--- src/rtl/lb_pkg.sv ---
// Shared load-balancer definitions: dispatcher FSM states and default field widths.
package lb_pkg;

  localparam int N_REGIONS_MAX          = 16;
  localparam int DEFAULT_STAT_WIDTH     = 16;
  localparam int DEFAULT_INFLIGHT_WIDTH = 8;

  typedef enum logic [1:0] {
    IDLE   = 2'd0,
    SELECT = 2'd1,
    SEND   = 2'd2
  } lb_state_e;

endpackage

--- src/rtl/region_argmax.sv ---
// Combinational argmax over a packed vector of per-region capacities.
// Ties resolve to the lowest index; a region is eligible only with a non-zero value.
module region_argmax
  import lb_pkg::*;
#(
  parameter int  N  = 4,
  parameter int  W  = DEFAULT_STAT_WIDTH,
  localparam int IW = $clog2(N)
) (
  input  logic [N*W-1:0] eff,
  output logic [IW-1:0]  idx,
  output logic           any_eligible
);

  logic [W-1:0] best;

  // NOTE: every output of a combinational block gets a default first, so no path can infer a latch.
  always_comb begin
    best = '0;
    idx  = '0;
    // Strict '>' keeps the earliest index on equal values.
    for (int i = 0; i < N; i++) begin
      if (eff[i*W +: W] > best) begin
        best = eff[i*W +: W];
        idx  = IW'(i);
      end
    end
    any_eligible = (best != '0);
  end

endmodule

--- src/rtl/region_dispatcher.sv ---
// Transmit side of the load balancer: forwards each metadata descriptor to the region
// with the most effective free capacity and tracks outstanding requests per region.
module region_dispatcher
  import lb_pkg::*;
#(
  parameter int  HTTP_DATA_WIDTH = 8,
  parameter int  N_REGIONS       = 4,
  parameter int  STAT_WIDTH      = DEFAULT_STAT_WIDTH,
  parameter int  INFLIGHT_WIDTH  = DEFAULT_INFLIGHT_WIDTH,
  localparam int DEST_WIDTH      = $clog2(N_REGIONS)
) (
  input  logic                            aclk,
  input  logic                            areset,
  input  logic                            meta_snk_tvalid,
  output logic                            meta_snk_tready,
  input  logic [HTTP_DATA_WIDTH-1:0]      meta_snk_tdata,
  output logic                            req_src_tvalid,
  input  logic                            req_src_tready,
  output logic [HTTP_DATA_WIDTH-1:0]      req_src_tdata,
  output logic [DEST_WIDTH-1:0]           req_dest,
  input  logic [N_REGIONS*STAT_WIDTH-1:0] region_stats_in,
  input  logic [N_REGIONS-1:0]            region_done,
  output logic [31:0]                     dispatch_cnt,
  output logic [31:0]                     stall_cnt,
  output logic                            done_err
);

  localparam int CW = (STAT_WIDTH > INFLIGHT_WIDTH) ? STAT_WIDTH : INFLIGHT_WIDTH;
  localparam logic [INFLIGHT_WIDTH-1:0] INFLIGHT_MAX = '1;

  lb_state_e                 state;
  logic [INFLIGHT_WIDTH-1:0] inflight [N_REGIONS];
  logic [N_REGIONS*STAT_WIDTH-1:0] eff;
  logic [DEST_WIDTH-1:0]     sel_idx;
  logic                      sel_valid;
  logic                      send_fire;
  logic [N_REGIONS-1:0]      inc, dec;

  // Capacity compared in a common width so a wide inflight counter never truncates.
  always_comb begin
    eff = '0;
    for (int i = 0; i < N_REGIONS; i++) begin
      logic [CW-1:0] s_ext, f_ext;
      s_ext = CW'(region_stats_in[i*STAT_WIDTH +: STAT_WIDTH]);
      f_ext = CW'(inflight[i]);
      if (inflight[i] != INFLIGHT_MAX && s_ext > f_ext)
        eff[i*STAT_WIDTH +: STAT_WIDTH] = STAT_WIDTH'(s_ext - f_ext);
    end
  end

  region_argmax #(
    .N (N_REGIONS),
    .W (STAT_WIDTH)
  ) u_argmax (
    .eff          (eff),
    .idx          (sel_idx),
    .any_eligible (sel_valid)
  );

  assign send_fire = (state == SEND) && req_src_tready;

  always_comb begin
    inc = '0;
    dec = '0;
    for (int i = 0; i < N_REGIONS; i++) begin
      inc[i] = send_fire && (req_dest == DEST_WIDTH'(i));
      dec[i] = region_done[i] && (inflight[i] != '0);
    end
  end

  // NOTE: sequential state uses non-blocking assignments only, so every register sees pre-edge values.
  always_ff @(posedge aclk) begin
    if (areset) begin
      state           <= IDLE;
      meta_snk_tready <= 1'b0;
      req_src_tvalid  <= 1'b0;
      req_src_tdata   <= '0;
      req_dest        <= '0;
      dispatch_cnt    <= '0;
      stall_cnt       <= '0;
    end else begin
      case (state)
        IDLE: begin
          if (meta_snk_tvalid && meta_snk_tready) begin
            req_src_tdata   <= meta_snk_tdata;
            meta_snk_tready <= 1'b0;
            state           <= SELECT;
          end else begin
            meta_snk_tready <= 1'b1;
          end
        end
        SELECT: begin
          if (sel_valid) begin
            req_dest       <= sel_idx;
            req_src_tvalid <= 1'b1;
            state          <= SEND;
          end else begin
            stall_cnt <= stall_cnt + 32'd1;
          end
        end
        SEND: begin
          if (req_src_tready) begin
            req_src_tvalid  <= 1'b0;
            meta_snk_tready <= 1'b1;
            dispatch_cnt    <= dispatch_cnt + 32'd1;
            state           <= IDLE;
          end
        end
        default: state <= IDLE;
      endcase
    end
  end

  // NOTE: the inflight array is a handful of counters, not a RAM, so it is cleared on reset like any register.
  always_ff @(posedge aclk) begin
    if (areset) begin
      for (int i = 0; i < N_REGIONS; i++) inflight[i] <= '0;
      done_err <= 1'b0;
    end else begin
      for (int i = 0; i < N_REGIONS; i++) begin
        if (region_done[i] && inflight[i] == '0) done_err <= 1'b1;
        case ({inc[i], dec[i]})
          2'b10:   inflight[i] <= inflight[i] + INFLIGHT_WIDTH'(1);
          2'b01:   inflight[i] <= inflight[i] - INFLIGHT_WIDTH'(1);
          default: ;
        endcase
      end
    end
  end

endmodule

--- config.mk ---
export PLATFORM = sky130hd
export DESIGN_NAME = region_dispatcher
export DESIGN_NICKNAME = d
export VERILOG_FILES = /design/src/rtl/lb_pkg.sv /design/src/rtl/region_argmax.sv /design/src/rtl/region_dispatcher.sv
export SDC_FILE = /design/constraint.sdc
export NUM_CORES = 1
export LEC_CHECK = 0
export CAP_MARGIN = 20
export CORE_MARGIN = 2
export CORE_UTILIZATION = 40
export DETAILED_ROUTE_END_ITERATION = 12
export GPL_TIMING_DRIVEN = 0
export PLACE_DENSITY_LB_ADDON = 0.2
export SLEW_MARGIN = 20
export SYNTH_ARGS = -nofsm -noshare
export SYNTH_HDL_FRONTEND = slang
export SYNTH_SLANG_ARGS = --single-unit
--- constraint.sdc ---
create_clock -name aclk -period 26.5 [get_ports aclk]
set_clock_uncertainty 0.2 [all_clocks]
set_input_delay 2.65 -clock aclk [delete_from_list [all_inputs] [get_ports aclk]]
set_output_delay 2.65 -clock aclk [all_outputs]
set_load 0.01 [all_outputs]
final_congestion.png
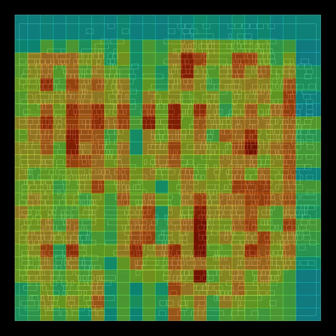
met1 capacity usage during global routing: 28.4%
post-layout utilization of the core: 50.0%
busiest grt layer: met2
overall routing resource usage: 21.8%
per-cell routed wire length: 16.4 um

cell_classes.png
(3 px per um) Fill, decap, tap and diode cells in grey.
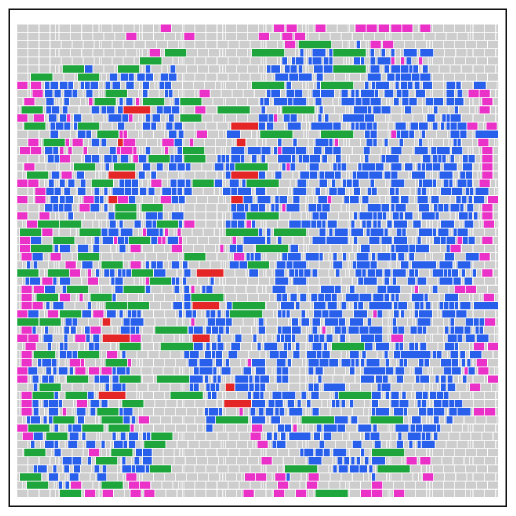
- green: flip-flops (cells 111; share of their area 21%)
- red: clock drivers and dummy loads (cells 16; share of their area 2.4%)
- blue: all other logic (cells 1,138; share of their area 62%)
- magenta: other buffers and delay cells (cells 211; share of their area 15%)
total number of placement rows: 58
fraction of area in registers: 20.1%
final non-filler cell area: 0.0127 mm^2
area inside the core boundary: 0.0253 mm^2

clock_map.png
(3 px per um)
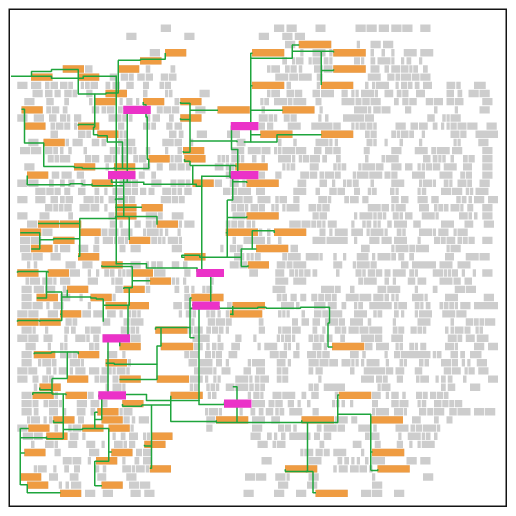
- magenta: cells driving clock nets (count 9)
- orange: flip-flops (count 111)
- green: clock wires (length 1,690 um)
- routed clock nets: 10
Clock net power: 139 uW
clock latency on the worst-skew pair: 0.36 ns
share of total power in the clock network: 20.5%

pdn.png
(2 px per um) Pins as bars on the die edge.
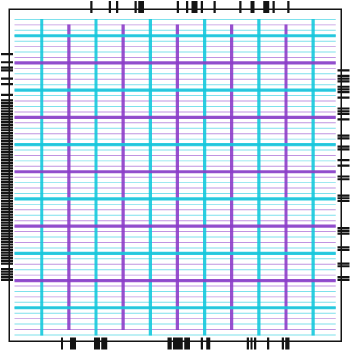
- purple: VDD
- cyan: VSS
- met5 straps: 11
- rows: 58
- met1 rails: 59
- met4 straps: 11
Vert. Die Dim: 165 um
maximum ir drop on the vdd rail: 33.3 uV
die outline width: 165 um

==> notes.org <==
#+TITLE: Implementation results

** Status
- Status :: finished, final reports clean

** Final timing
- Post-route fraction of the period consumed by the critical path :: 49.0%
- In this build the clock could be raised as far as 77.0 MHz.

** Yosys
- The synthesis log from Yosys contains 0 warnings.
- Counting distinct cell types in the post-synthesis netlist gives 78.
- Predominant post-synthesis flop cell :: dfxtp_1
- Syn Std Cell Area :: 0.0104 mm^2
- In the synthesized netlist the async set-or-reset flop fraction comes to 0%.
- The synthesized design contains 32 enable-type register cells.
- Post-synth net total :: 1,494

** Min path
- Worst hold path class :: flip-flop to flip-flop

** Clock network
- Post-CTS repair changed the size of 0 cells.
- The H-tree was split into 3 levels.

** Worst setup path
- Worst path arrival time :: 13.07 ns
- STA classifies the critical path startpoint as an input port.
- CP Depth :: 39
- Per the post-run analysis, buffers plus inverters along the critical path come to 8.

** Detailed routing
- Routed wire length on met3 :: 2.04 mm
- Detailed routing placed a total of 13.3 mm of wire on met2.
- The iteration count recorded for the first detailed-route pass is 5.
- Across all layers, the routed design uses 10,100 vias.
- First DRT Iteration DRCs :: 601

** Cells and area
- Multi-input logic area :: 0.00728 mm^2

** Global routing
- Global-route wire length before repair :: 47.9 mm

** Placement
- Final estimated routing congestion in global placement :: 0.891
-- layout make-up --
class	count	area share (%)
inverters	87	2.58
clock inverters	7	0.524
flip-flops and latches	111	20.1
plain buffers	55	1.90
repair buffers	156	12.3
clock buffers	9	1.78
well taps	330	3.26
diodes	2	0.0395
multi-input cells	1051	57.5
-- flip-flops by register name, indices dropped and copies added, names as in the netlist --
| signal | cells |
|---|---|
| dispatch_cnt | 32 |
| done_err | 1 |
| inflight | 32 |
| meta_snk_tready | 1 |
| req_dest | 2 |
| req_src_tdata | 8 |
| req_src_tvalid | 1 |
| stall_cnt | 32 |
| state | 2 |
-- synth_stat cells, types with 5 or more instances --
| master | instances |
|---|---|
| a211oi_1 | 10 |
| a21o_1 | 28 |
| a21oi_1 | 95 |
| a221oi_1 | 6 |
| a31oi_1 | 8 |
| and2_1 | 13 |
| and3_1 | 22 |
| and4_1 | 13 |
| clkbuf_1 | 44 |
| dfxtp_1 | 79 |
| edfxtp_1 | 32 |
| fa_1 | 7 |
| ha_1 | 103 |
| inv_1 | 87 |
| mux2_2 | 8 |
| mux2i_1 | 23 |
| nand2_1 | 80 |
| nand2b_1 | 22 |
| nand3_1 | 45 |
| nand4_1 | 33 |
| nor2_1 | 152 |
| nor2b_1 | 23 |
| nor3_1 | 31 |
| nor4_1 | 17 |
| o211a_1 | 5 |
| o211ai_1 | 7 |
| o21a_1 | 17 |
| o21ai_0 | 39 |
| o21ai_1 | 5 |
| o21bai_1 | 5 |
| o31a_1 | 6 |
| o31ai_1 | 28 |
| or2_2 | 6 |
| or3_1 | 16 |
| or4_1 | 28 |
| xnor2_1 | 48 |
| xor2_1 | 36 |
Power and IR drop assume default switching activity.
